## config.mk

```make
export PLATFORM = sky130hd
export DESIGN_NAME = trigger_sequencer
export DESIGN_NICKNAME = d
export VERILOG_FILES = /design/src/rtl/trigger_sequencer_pkg.sv /design/src/rtl/trigger_sequencer.sv
export SDC_FILE = /design/constraint.sdc
export NUM_CORES = 1
export LEC_CHECK = 0
export CAP_MARGIN = 25
export CORE_MARGIN = 5
export CORE_UTILIZATION = 45
export CTS_CLUSTER_DIAMETER = 120
export CTS_CLUSTER_SIZE = 16
export DETAILED_ROUTE_END_ITERATION = 8
export PLACE_DENSITY_LB_ADDON = 0.05
export SYNTH_ARGS = -nofsm -noshare
export SYNTH_HDL_FRONTEND = slang
export SYNTH_SLANG_ARGS = --single-unit
```

## constraint.sdc

```tcl
create_clock -name stream_clk -period 3.2 [get_ports stream_clk]
set_input_delay 0.64 -clock stream_clk [delete_from_list [all_inputs] [get_ports stream_clk]]
set_output_delay 0.64 -clock stream_clk [all_outputs]
set_load 0.03 [all_outputs]
```

## src/rtl/trigger_sequencer_pkg.sv

```systemverilog
// Shared types and constants for the capture trigger sequencer.
// State encoding, trig_in bit positions and default window width.
package trigger_sequencer_pkg;

  localparam int ADDR_WIDTH = 16;

  typedef enum logic [2:0] {
    S_IDLE  = 3'd0,
    S_PRE   = 3'd1,
    S_ARMED = 3'd2,
    S_POST  = 3'd3,
    S_DONE  = 3'd4
  } state_t;

  localparam int TRIG_CH1_RISE = 0;
  localparam int TRIG_CH1_FALL = 1;
  localparam int TRIG_CH2_RISE = 2;
  localparam int TRIG_CH2_FALL = 3;

endpackage

```

## src/rtl/trigger_sequencer.sv

```systemverilog
// Capture-window trigger sequencer between the level-trigger stage and DMA.
// Ports: stream_clk/resetn, AXIS slave s_*, AXIS master m_*, trig_in/mask,
// sw_trigger, arm/abort, total_count/pre_count, state_o, status, trig_addr.
module trigger_sequencer #(
  parameter int ADDR_WIDTH = trigger_sequencer_pkg::ADDR_WIDTH
) (
  input  logic                  stream_clk,
  input  logic                  resetn,
  input  logic                  s_tvalid,
  output logic                  s_tready,
  input  logic [31:0]           s_tdata,
  output logic                  m_tvalid,
  input  logic                  m_tready,
  output logic [31:0]           m_tdata,
  output logic                  m_tlast,
  input  logic [3:0]            trig_in,
  input  logic [3:0]            trig_mask,
  input  logic                  sw_trigger,
  input  logic                  arm,
  input  logic                  abort,
  input  logic [ADDR_WIDTH-1:0] total_count,
  input  logic [ADDR_WIDTH-1:0] pre_count,
  output logic [2:0]            state_o,
  output logic                  done,
  output logic                  aborted,
  output logic                  cfg_error,
  output logic [ADDR_WIDTH-1:0] trig_addr
);

  import trigger_sequencer_pkg::*;

  localparam logic [ADDR_WIDTH-1:0] ONE = ADDR_WIDTH'(1);

  state_t state, state_n;

  logic [ADDR_WIDTH-1:0] tot_q;
  logic [ADDR_WIDTH-1:0] pre_q;
  logic [3:0]            mask_q;
  logic [ADDR_WIDTH-1:0] addr;
  logic [ADDR_WIDTH-1:0] pre_left;
  logic [ADDR_WIDTH-1:0] post_left;
  logic                  sw_pend;

  logic active;
  logic accept;
  logic hit;
  logic single;
  logic cfg_bad;
  logic arm_ok;
  logic arm_bad;
  logic trig_fire;

  assign active = resetn &&
    (state == S_PRE || state == S_ARMED || state == S_POST);

  // Idle/done states swallow beats so upstream never stalls.
  assign s_tready = active ? m_tready : 1'b1;
  assign m_tvalid = active && s_tvalid;
  assign m_tdata  = s_tdata;
  assign accept   = s_tvalid && s_tready;
  assign state_o  = state;

  // A pending sw_trigger waits for the next accepted beat.
  assign hit     = (|(trig_in & mask_q)) || sw_trigger || sw_pend;
  assign single  = (tot_q - pre_q) == ONE;
  assign cfg_bad = (total_count == '0) || (pre_count >= total_count);

  always_ff @(posedge stream_clk) begin
    if (!resetn) state <= S_IDLE;
    else         state <= state_n;
  end

  always_comb begin
    state_n   = state;
    m_tlast   = 1'b0;
    arm_ok    = 1'b0;
    arm_bad   = 1'b0;
    trig_fire = 1'b0;
    unique case (state)
      S_IDLE, S_DONE: begin
        if (arm && !abort) begin
          if (cfg_bad) begin
            arm_bad = 1'b1;
          end else begin
            arm_ok  = 1'b1;
            state_n = (pre_count == '0) ? S_ARMED : S_PRE;
          end
        end
      end
      S_PRE: begin
        if (abort)
          state_n = S_IDLE;
        else if (accept && pre_left == ONE)
          state_n = S_ARMED;
      end
      S_ARMED: begin
        m_tlast = resetn && !abort && s_tvalid && hit && single;
        if (abort) begin
          state_n = S_IDLE;
        end else if (accept && hit) begin
          trig_fire = 1'b1;
          state_n   = single ? S_DONE : S_POST;
        end
      end
      S_POST: begin
        m_tlast = resetn && !abort && s_tvalid && post_left == ONE;
        if (abort)
          state_n = S_IDLE;
        else if (accept && post_left == ONE)
          state_n = S_DONE;
      end
      default: state_n = S_IDLE;
    endcase
  end

  always_ff @(posedge stream_clk) begin
    if (!resetn) begin
      tot_q     <= '0;
      pre_q     <= '0;
      mask_q    <= '0;
      addr      <= '0;
      pre_left  <= '0;
      post_left <= '0;
      sw_pend   <= 1'b0;
      trig_addr <= '0;
      done      <= 1'b0;
      aborted   <= 1'b0;
      cfg_error <= 1'b0;
    end else begin
      sw_pend <= (state == S_ARMED) && (state_n == S_ARMED) &&
                 (sw_pend || sw_trigger);
      if (arm_ok) begin
        tot_q     <= total_count;
        pre_q     <= pre_count;
        mask_q    <= trig_mask;
        pre_left  <= pre_count;
        addr      <= '0;
        done      <= 1'b0;
        aborted   <= 1'b0;
        cfg_error <= 1'b0;
      end
      if (arm_bad)
        cfg_error <= 1'b1;
      if (active && accept)
        addr <= (addr == tot_q - ONE) ? '0 : addr + ONE;
      if (state == S_PRE && accept)
        pre_left <= pre_left - ONE;
      if (trig_fire) begin
        trig_addr <= addr;
        post_left <= tot_q - pre_q - ONE;
      end
      if (state == S_POST && accept)
        post_left <= post_left - ONE;
      if (state_n == S_DONE && state != S_DONE)
        done <= 1'b1;
      if (active && abort)
        aborted <= 1'b1;
    end
  end

endmodule

```

==> results.py <==
# Physical implementation metrics
metrics = {
    "grt": {
        "met2_usage": 0.378,
        "top_usage_layer": "met2",
        "grtUsageMet3": 0.0432,
        "grt_max_degree": 47,
        "met1_usage": 0.337,
        "grt_pass1_vias": 7258,
    },
    "routing": {
        "wl_um": 23900,
        "drt_iter0_drc": 529,
        "drt-met1-wl_um": 11600,
        "highest-signal-layer": "met4",
        "ant_nets": 0,
        "drt_first_pass_iters": 5,
    },
    "power": {
        "p_leak_nw": 3.91,
        "p_seq_frac": 0.351,
        "seq_power_w": 0.00140,
        "power_w": 0.00400,
        "internal_power_w": 0.00265,
    },
    "synthesis": {
        "top_logic_kind": "simple AND/OR/NAND/NOR gates",
        "synth.cellmix.simpleShare": 0.268,
        "syn_area_per_cell_um2": 7.52,
        "ys_top_cells_by_area": "dfxtp_1 (28%), nand2_1 (7.5%), a21oi_1 (7.1%)",
        "synth_cell_types": 78,
        "yosysTopAreaCell": "dfxtp_1",
        "synthFlopType": "dfxtp_1",
        "adder_share": 0.0692,
    },
    "place": {
        "io_buffers": 71,
        "dp.cells": 1353,
    },
    "final_layout": {
        "lay_top_cells": "nand2_1 (151), buf_4 (144), a21oi_1 (105), dfxtp_1 (101), nor2_1 (72)",
        "finalNetCount": 1268,
        "antenna_cells": 0,
        "layout_top_cell": "nand2_1",
        "n_fill_cell": 1596,
        "fin_cells": 1373,
        "comb_area_share": 0.511,
        "buffers": 216,
        "final-clk-cell-share": 0.0311,
        "fin_area_um2": 9750,
        "clock_buffers": 10,
        "area_dominant_class": "combinational gates",
        "flop_area_um2": 2150,
    },
    "outcome": {
        "failed_checks": "setup timing",
        "status": "complete, but fails checks",
    },
    "die": {
        "pin_count": 136,
        "num_rows": 47,
        "fp_util": 0.457,
        "die_w_um": 139,
        "chip_area_um2": 19400,
        "die_height_um": 139,
    },
    "setup_path": {
        "critPathTopFamily": "simple AND/OR/NAND/NOR gates",
        "path_depth": 11,
        "critPathLaunch": "pre_q[1]",
        "cpMaxStageDelayCell": "or4_4",
        "endpoint_kind": "output port",
        "crit_path_end": "m_tlast",
        "reg2reg_depth": 14,
        "crit_arrival_ps": 3110,
        "cp-start-kind": "register",
        "r2r_setup_slack_ps": 120,
    },
    "final_timing": {
        "setup_ws_ps": -551,
        "finalHoldViolCount": 0,
        "setup_tns_ps": -551,
        "setup_viol": 1,
        "fmax_mhz": 267,
        "slew_headroom": 0.583,
        "drv_slew": 0,
        "period_minus_slack_ps": 3750,
    },
    "cts": {
        "cts_hold_buf": 0,
        "cts_buffers": 9,
        "cts_tree": "done",
        "clockBufferDepth": 2,
    },
    "hold_path": {
        "hold_class": "register to register",
        "hp-start": "trig_addr[11]",
    },
}
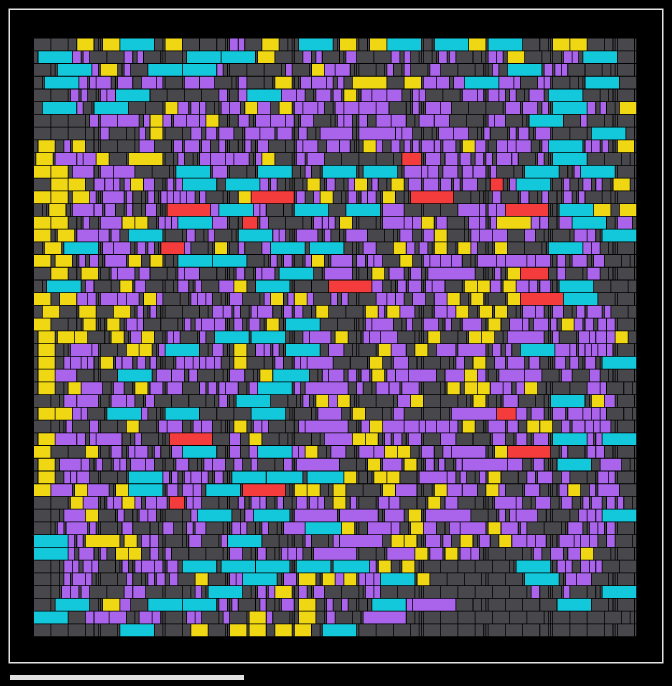
**Above:** placed cells, one color a class.
Scale bar: 50 um. Fill, decap, tap and diode cells in gray.
| color | class | cells |
|---|---|---|
| yellow | remaining buffers and delay cells | 216 |
| red | clock drivers and dummy loads | 16 |
| cyan | registers | 107 |
| purple | remaining logic cells | 814 |

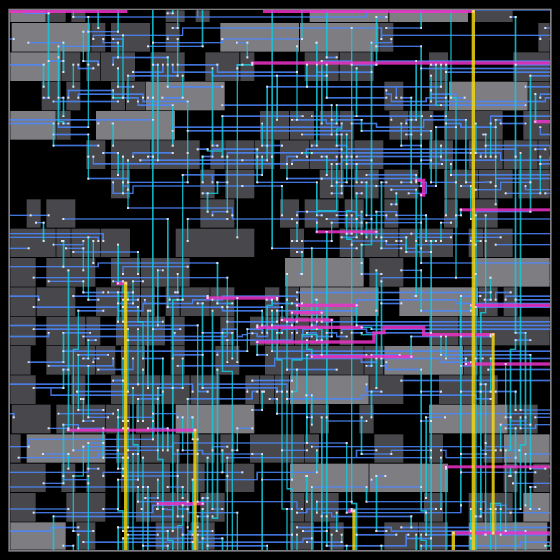
**Above:** close-up of the layout.
Window x 10 to 60, y 79 to 129 um. Cells in gray, sequential cells in the stronger gray; small squares are vias.
| color | layer |
|---|---|
| cyan | M2 |
| magenta | M3 |
| blue | M1 |
| yellow | M4 |
sequential cells in the window: 22
most frequent: nand2_1 (35), dfxtp_1 (22)
netlist names of flops here include: addr (8), pre_q (6), tot_q (2)
cells with their middle in the window: 192

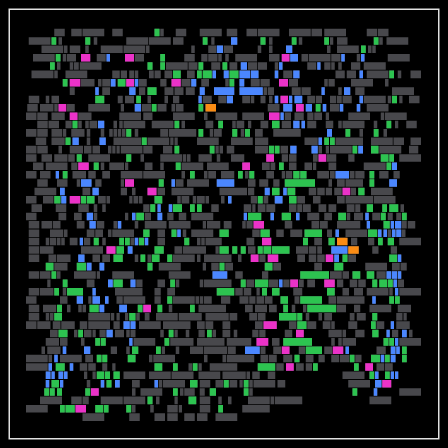
**Above:** gate-type map.
| color | family | cells | most used |
|---|---|---|---|
| blue | nor cells | 144 | nor2_1 |
| green | aoi and oai cells | 221 | a21oi_1 |
| magenta | non-inverting ao/oa cells | 39 | o21a_1 |
| orange | mux cells | 3 | mux2i_1 |

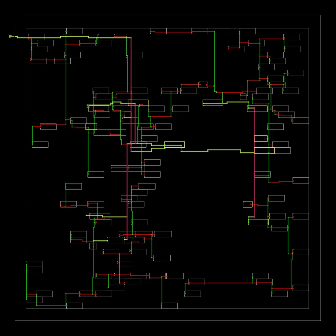
**Above:** clock nets.
clock skew: 12.9 ps
Clock Latency Late Sink: 370 ps
flop count: 107

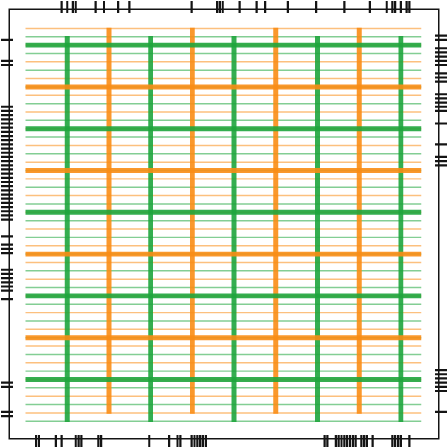
**Above:** PDN straps and rails.
Pins as bars on the die edge.
| color | net |
|---|---|
| green | VSS |
| orange | VDD |
signal pins: 136
rows: 47
met1 rails: 48
met5 straps: 9
met4 straps: 9

Power figures rest on the tool's default switching activity, not on a simulated workload.
